`config.mk`:
```
export PLATFORM = sky130hd
export DESIGN_NAME = modmul_issuer
export DESIGN_NICKNAME = d
export VERILOG_FILES = /design/src/rtl/modmul_issuer.sv
export SDC_FILE = /design/constraint.sdc
export NUM_CORES = 1
export LEC_CHECK = 0
export CORE_AREA = 4 4 611 613
export CTS_CLUSTER_SIZE = 10
export DETAILED_ROUTE_END_ITERATION = 12
export DIE_AREA = 0 0 615 617
export GPL_ROUTABILITY_DRIVEN = 0
export PLACE_DENSITY = 0.3
export SYNTH_ARGS = -nofsm -noshare
export SYNTH_HDL_FRONTEND = slang
export SYNTH_SLANG_ARGS = --single-unit
```
`constraint.sdc`:
```
create_clock -name clock -period 1.6 [get_ports clock]
set_input_delay 0.16 -clock clock [delete_from_list [all_inputs] [get_ports clock]]
set_output_delay 0.16 -clock clock [all_outputs]
set_load 0.005 [all_outputs]
```
`src/rtl/modmul_issuer.sv`:
```
`default_nettype none
// ============================================================================
// Module   : modmul_issuer
// Purpose  : Requester for a 256-bit modular multiplier that follows a
//            start/done protocol (single start pulse, sticky done, operands
//            held for the whole operation, re-armed only through its rst).
//            Operand pairs arrive on a valid/ready stream. They are issued to
//            the multiplier, and the product (or a timeout error) is returned
//            on a second valid/ready stream. After every operation the
//            multiplier receives a local reset pulse to re-arm it.
// Revision : 1.0 - initial release
// ----------------------------------------------------------------------------
// Ports
//   clock      in   1    system clock, rising edge
//   rst        in   1    synchronous active-high reset
//   in_valid   in   1    operand pair valid
//   in_ready   out  1    block can accept operands (state == IDLE)
//   in_x/in_y  in   256  operands
//   out_valid  out  1    result valid
//   out_ready  in   1    consumer accepts result
//   out_q      out  256  result, 0 on error
//   out_err    out  1    result is a timeout error
//   mm_rst     out  1    multiplier reset
//   mm_start   out  1    multiplier start pulse
//   mm_x/mm_y  out  256  multiplier operands
//   mm_q       in   256  multiplier result
//   mm_done    in   1    multiplier done (sticky until its rst)
//   busy       out  1    state != IDLE
//   op_count   out  16   completed operations including errors (wraps)
// ============================================================================
module modmul_issuer #(
  parameter int TIMEOUT_CYCLES = 255,  // 2..65535
  parameter int REARM_CYCLES   = 2     // >= 1
) (
  input  logic         clock,
  input  logic         rst,
  input  logic         in_valid,
  output logic         in_ready,
  input  logic [255:0] in_x,
  input  logic [255:0] in_y,
  output logic         out_valid,
  input  logic         out_ready,
  output logic [255:0] out_q,
  output logic         out_err,
  output logic         mm_rst,
  output logic         mm_start,
  output logic [255:0] mm_x,
  output logic [255:0] mm_y,
  input  logic [255:0] mm_q,
  input  logic         mm_done,
  output logic         busy,
  output logic [15:0]  op_count
);

  localparam logic [2:0] S_IDLE   = 3'd0;
  localparam logic [2:0] S_ISSUE  = 3'd1;
  localparam logic [2:0] S_WAIT   = 3'd2;
  localparam logic [2:0] S_RESP   = 3'd3;
  localparam logic [2:0] S_REARM  = 3'd4;
  localparam logic [2:0] S_SETTLE = 3'd5;

  // Last timer value still counted as a legal WAIT cycle; reaching it without
  // done means the multiplier has spent TIMEOUT_CYCLES cycles in WAIT.
  localparam logic [15:0] C_TIMEOUT_LAST = 16'(TIMEOUT_CYCLES - 1);
  localparam logic [15:0] C_REARM_LAST   = 16'(REARM_CYCLES - 1);

  logic [2:0]   r_state;
  logic [2:0]   w_next_state;
  logic [15:0]  r_timer;
  logic [15:0]  r_rearm_cnt;
  logic         r_mm_rst;
  logic         r_mm_start;
  logic [255:0] r_mm_x;
  logic [255:0] r_mm_y;
  logic         r_out_valid;
  logic [255:0] r_out_q;
  logic         r_out_err;
  logic [15:0]  r_op_count;
  logic         w_timeout;
  logic         w_rearm_last;

  assign w_timeout    = (r_timer == C_TIMEOUT_LAST);
  assign w_rearm_last = (r_rearm_cnt == C_REARM_LAST);

  // --------------------------------------------------------------------------
  // State register. Reset lands in REARM so the multiplier is re-armed before
  // the first operation, whatever state it was left in.
  // --------------------------------------------------------------------------
  always_ff @(posedge clock) begin
    if (rst) begin
      r_state <= S_REARM;
    end else begin
      r_state <= w_next_state;
    end
  end

  // --------------------------------------------------------------------------
  // Next-state logic
  // --------------------------------------------------------------------------
  always_comb begin
    w_next_state = r_state;
    case (r_state)
      S_IDLE: begin
        if (in_valid) begin
          w_next_state = S_ISSUE;
        end
      end
      S_ISSUE: begin
        w_next_state = S_WAIT;
      end
      S_WAIT: begin
        if (mm_done || w_timeout) begin
          w_next_state = S_RESP;
        end
      end
      S_RESP: begin
        if (out_ready) begin
          w_next_state = S_REARM;
        end
      end
      S_REARM: begin
        if (w_rearm_last) begin
          w_next_state = S_SETTLE;
        end
      end
      S_SETTLE: begin
        // A done still high here would belong to the previous operation;
        // hold off until the multiplier has dropped it.
        if (!mm_done) begin
          w_next_state = S_IDLE;
        end
      end
      default: begin
        w_next_state = S_REARM;
      end
    endcase
  end

  // --------------------------------------------------------------------------
  // Combinational outputs
  // --------------------------------------------------------------------------
  always_comb begin
    in_ready = (r_state == S_IDLE);
    busy     = (r_state != S_IDLE);
  end

  // --------------------------------------------------------------------------
  // Registered datapath and multiplier controls
  // --------------------------------------------------------------------------
  always_ff @(posedge clock) begin
    if (rst) begin
      r_mm_rst    <= 1'b1;
      r_mm_start  <= 1'b0;
      r_mm_x      <= '0;
      r_mm_y      <= '0;
      r_out_valid <= 1'b0;
      r_out_q     <= '0;
      r_out_err   <= 1'b0;
      r_op_count  <= '0;
      r_timer     <= '0;
      r_rearm_cnt <= '0;
    end else begin
      case (r_state)
        S_IDLE: begin
          r_mm_rst <= 1'b0;
          if (in_valid) begin
            r_mm_x     <= in_x;
            r_mm_y     <= in_y;
            r_mm_start <= 1'b1;
          end
        end
        S_ISSUE: begin
          r_mm_start <= 1'b0;
          r_timer    <= '0;
        end
        S_WAIT: begin
          r_timer <= r_timer + 16'd1;
          // done takes priority over an expiring timer
          if (mm_done) begin
            r_out_q     <= mm_q;
            r_out_err   <= 1'b0;
            r_out_valid <= 1'b1;
          end else if (w_timeout) begin
            r_out_q     <= '0;
            r_out_err   <= 1'b1;
            r_out_valid <= 1'b1;
          end
        end
        S_RESP: begin
          if (out_ready) begin
            r_out_valid <= 1'b0;
            r_op_count  <= r_op_count + 16'd1;
            r_rearm_cnt <= '0;
            r_mm_rst    <= 1'b1;
          end
        end
        S_REARM: begin
          r_mm_x      <= '0;
          r_mm_y      <= '0;
          r_rearm_cnt <= r_rearm_cnt + 16'd1;
          r_mm_rst    <= !w_rearm_last;
        end
        S_SETTLE: begin
          r_mm_rst <= 1'b0;
        end
        default: begin
          r_mm_rst <= 1'b1;
        end
      endcase
    end
  end

  assign mm_rst    = r_mm_rst;
  assign mm_start  = r_mm_start;
  assign mm_x      = r_mm_x;
  assign mm_y      = r_mm_y;
  assign out_valid = r_out_valid;
  assign out_q     = r_out_q;
  assign out_err   = r_out_err;
  assign op_count  = r_op_count;

endmodule
`default_nettype wire
```
==> images/class_map.png <==
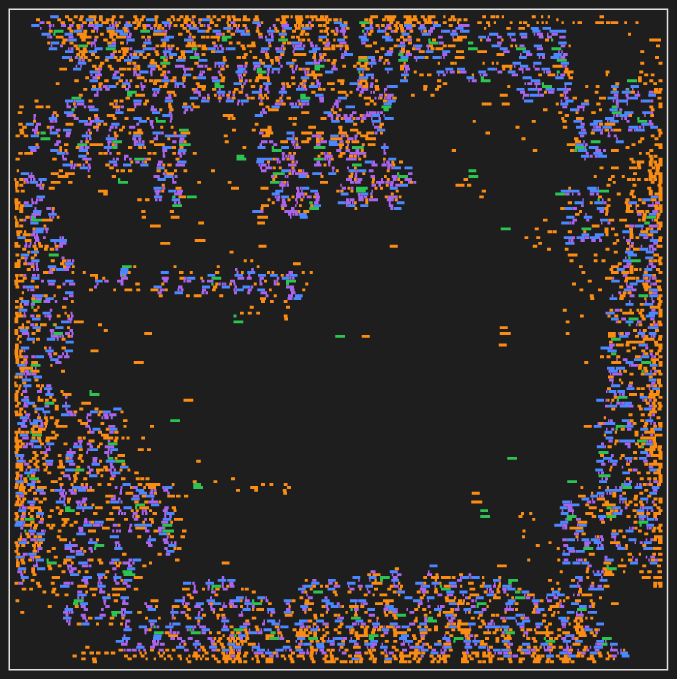
| colour | class | cells |
|---|---|---|
| purple | remaining logic cells | 2,320 |
| green | clock drivers and dummy loads | 217 |
| orange | remaining buffers and delay cells | 2,799 |
| blue | registers | 823 |

==> qor.csv <==
metric,value,unit
status,"complete, but fails checks",
failing checks,negative setup slack,
DRT antenna net count,0,
number of enable flip-flop cells,0,
maximum VDD drop,876,uV
post-synth cell types,61,
Final Power,72.7,mW
met2 GRT Util,0.254,
floorplan net count,4280,
Pins Over Slew Limit,0,
WHS Endpoint,mm_y[206],
final hold slack,0.0872,ns
number of clock sinks,823,
CP Depth,10,
final tally of hold violations,0,
DR top layer,met5,
Comb/total area,0.215,
Placed Instance Area,54800,sq um
MUX share of area,0.00249,
FF/Latch Area,17300,sq um
mean number of vias per cell,3.51,
Top-area cell share,0.521,
critical path type,reg -> reg,
largest net degree at the start of global routing,127,
Synth Seq Share,0.521,
cts bufs inserted,121,
Most common reg cell,dfxtp_1,
MaxCap Viol Count,0,
Mapped Cells,3502,
worst r2r src,r_state[1],
met3 routed WL,15400,um
most frequent cell after synthesis,dfxtp_1,
CP top delay family,simple AND/OR/NAND/NOR gates,
R2R Setup Slk,-0.42,ns
FF-to-FF End,mm_y[118],
Final non-clock buffer share,0.401,
final cell count without fillers,11000,
yosys stat area,31600,sq um
Seq Cell Count,823,
asr flop ratio synth,0,
GR peak layer,met2,
diode count,33,
# hold bufs at CTS,657,
CLK BUF,177,
flop share of the area,0.242,
clock skew,0.0723,ns
initial drt markers,2041,
RSZ-0062 raised after global routing,yes,
first-pass GRT wire length,357000,um
CP startpoint kind,register,
global-route usage over all layers,0.134,
met2 WL,148000,um
"Core Util, Final",0.194,
clk buf depth,4,
crit share post-route,1.27,
yosys cell count,3502,
pre-CTS setup slack,-0.389,ns
Cell Pwr Density,1020,nW/um^2
Static Leak,26.1,nW
Non-Clock Buffer Count,2799,
Ys Warns,0,
Setup Viol. Count Final,969,
Top Ports,1563,
Least-Margin Pin Slew,0.848,ns
Clock Pin Slew Worst Setup and Hold Paths,0.06,ns
AO/OA Area Share,0.280,
CP endpoint kind,register,
multi-input gate count,2310,
HP Class,in -> reg,
via count,38700,
clk latency late pin,0.87,ns
Hold Path Origin,in_y[206],
top cells by area,"dfxtp_1 (52%), a22oi_1 (18%), nor2_1 (6.5%)",
"FF+latch count, synth",823,
Synth area leader,dfxtp_1,
floorplan core density,0.0859,
CTS tree,built,
Die Ht,617,um
tap cells,4837,
Slowest cell on crit path,or3_4,
finished layout cell area,71500,sq um
CTS root buf,clkbuf_16,
FILL cells,40600,
"XOR Share, Synth",0.00249,
invs w/o clock,10,
HPWL Detailed,211000,um
Simple-Gate Area Share,0.141,
# resized after CTS,3620,
drt pass-1 iters,5,
met3 global-route usage,0.0307,
DRT Wirelength,280000,um
worst relative slew slack,0.434,
FF-to-FF path depth,10,
Die ar.,379000,sq um
final worst slack,-0.425,ns
Post-Route Setup TNS,-274.76,ns
I/O Buffers,1562,
Critical Path End,mm_y[118],
Post-Syn Area,31600,sq um
CTS H-Tree Depth,3,
Die X,615,um
M1 GR Usage,0.151,
Gate Area,15400,sq um
core box area,368000,sq um
vias in the first global route,38700,
OpenROAD warning count,34,
crit path buf inv count,6,
postcts setup bufs,167,
Area Growth Syn to Fin,126,%
hold depth,3,
Top non-seq family,AND-OR/OR-AND gates,
WL/cell,25.3,um
Worst Path Required,2.35,ns
share of layout cells above drive strength 1,0.367,
ClkCell Share,0.0559,
Worst EP arrival,2.77,ns
Synth Area in Adders,0.00198,
crit-path max cell delay,0.41,ns
row count,223,
initial antenna violation count,84,
Final Critical Period,2.02,ns
fmax,494,MHz
Metal-1 WL,108000,um
dominant class by area,non-clock buffers,
==> images/ff_map.png <==
Other sequential cells in the stronger grey, the rest of the logic in the fainter grey.
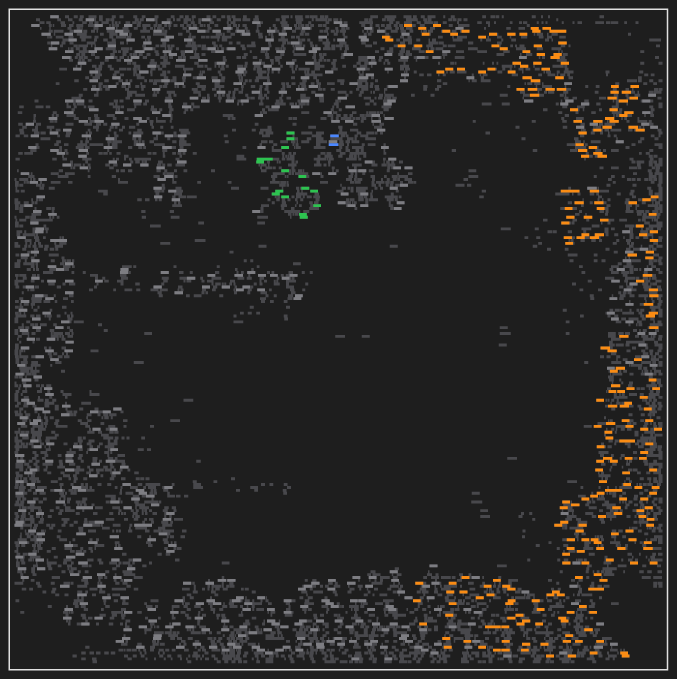
| colour | signal | sequential cells |
|---|---|---|
| orange | mm_y | 256 |
| green | r_timer | 16 |
| blue | r_state | 2 |
not coloured: 549

## cell usage in the layout (no fill, tap or decap), types with 10 or more instances in the layout
master	count
clkbuf_8	27
dfxtp_2	374
nand4_1	11
nand3_1	14
clkdlybuf4s50_1	918
buf_16	27
nor2_1	545
buf_12	92
nand2_1	24
nor2b_1	258
buf_4	435
and3_1	13
buf_2	226
clkbuf_1	29
a22oi_1	443
diode_2	33
a21oi_2	10
o21ai_0	265
dfxtp_1	353
clkinv_2	18
clkbuf_16	175
dlygate4sd3_1	657
buf_6	346
dfxtp_4	96
a21oi_1	278
buf_8	38
a22oi_2	326
## where the power goes
group	internal [mW]	leakage, nW	switching (mW)
clock network	16.4	1.96	11.4
registers	21.6	6.91	0.949
logic	10.8	17.3	11.5
Power figures rest on the tool's default switching activity, not on a simulated workload.
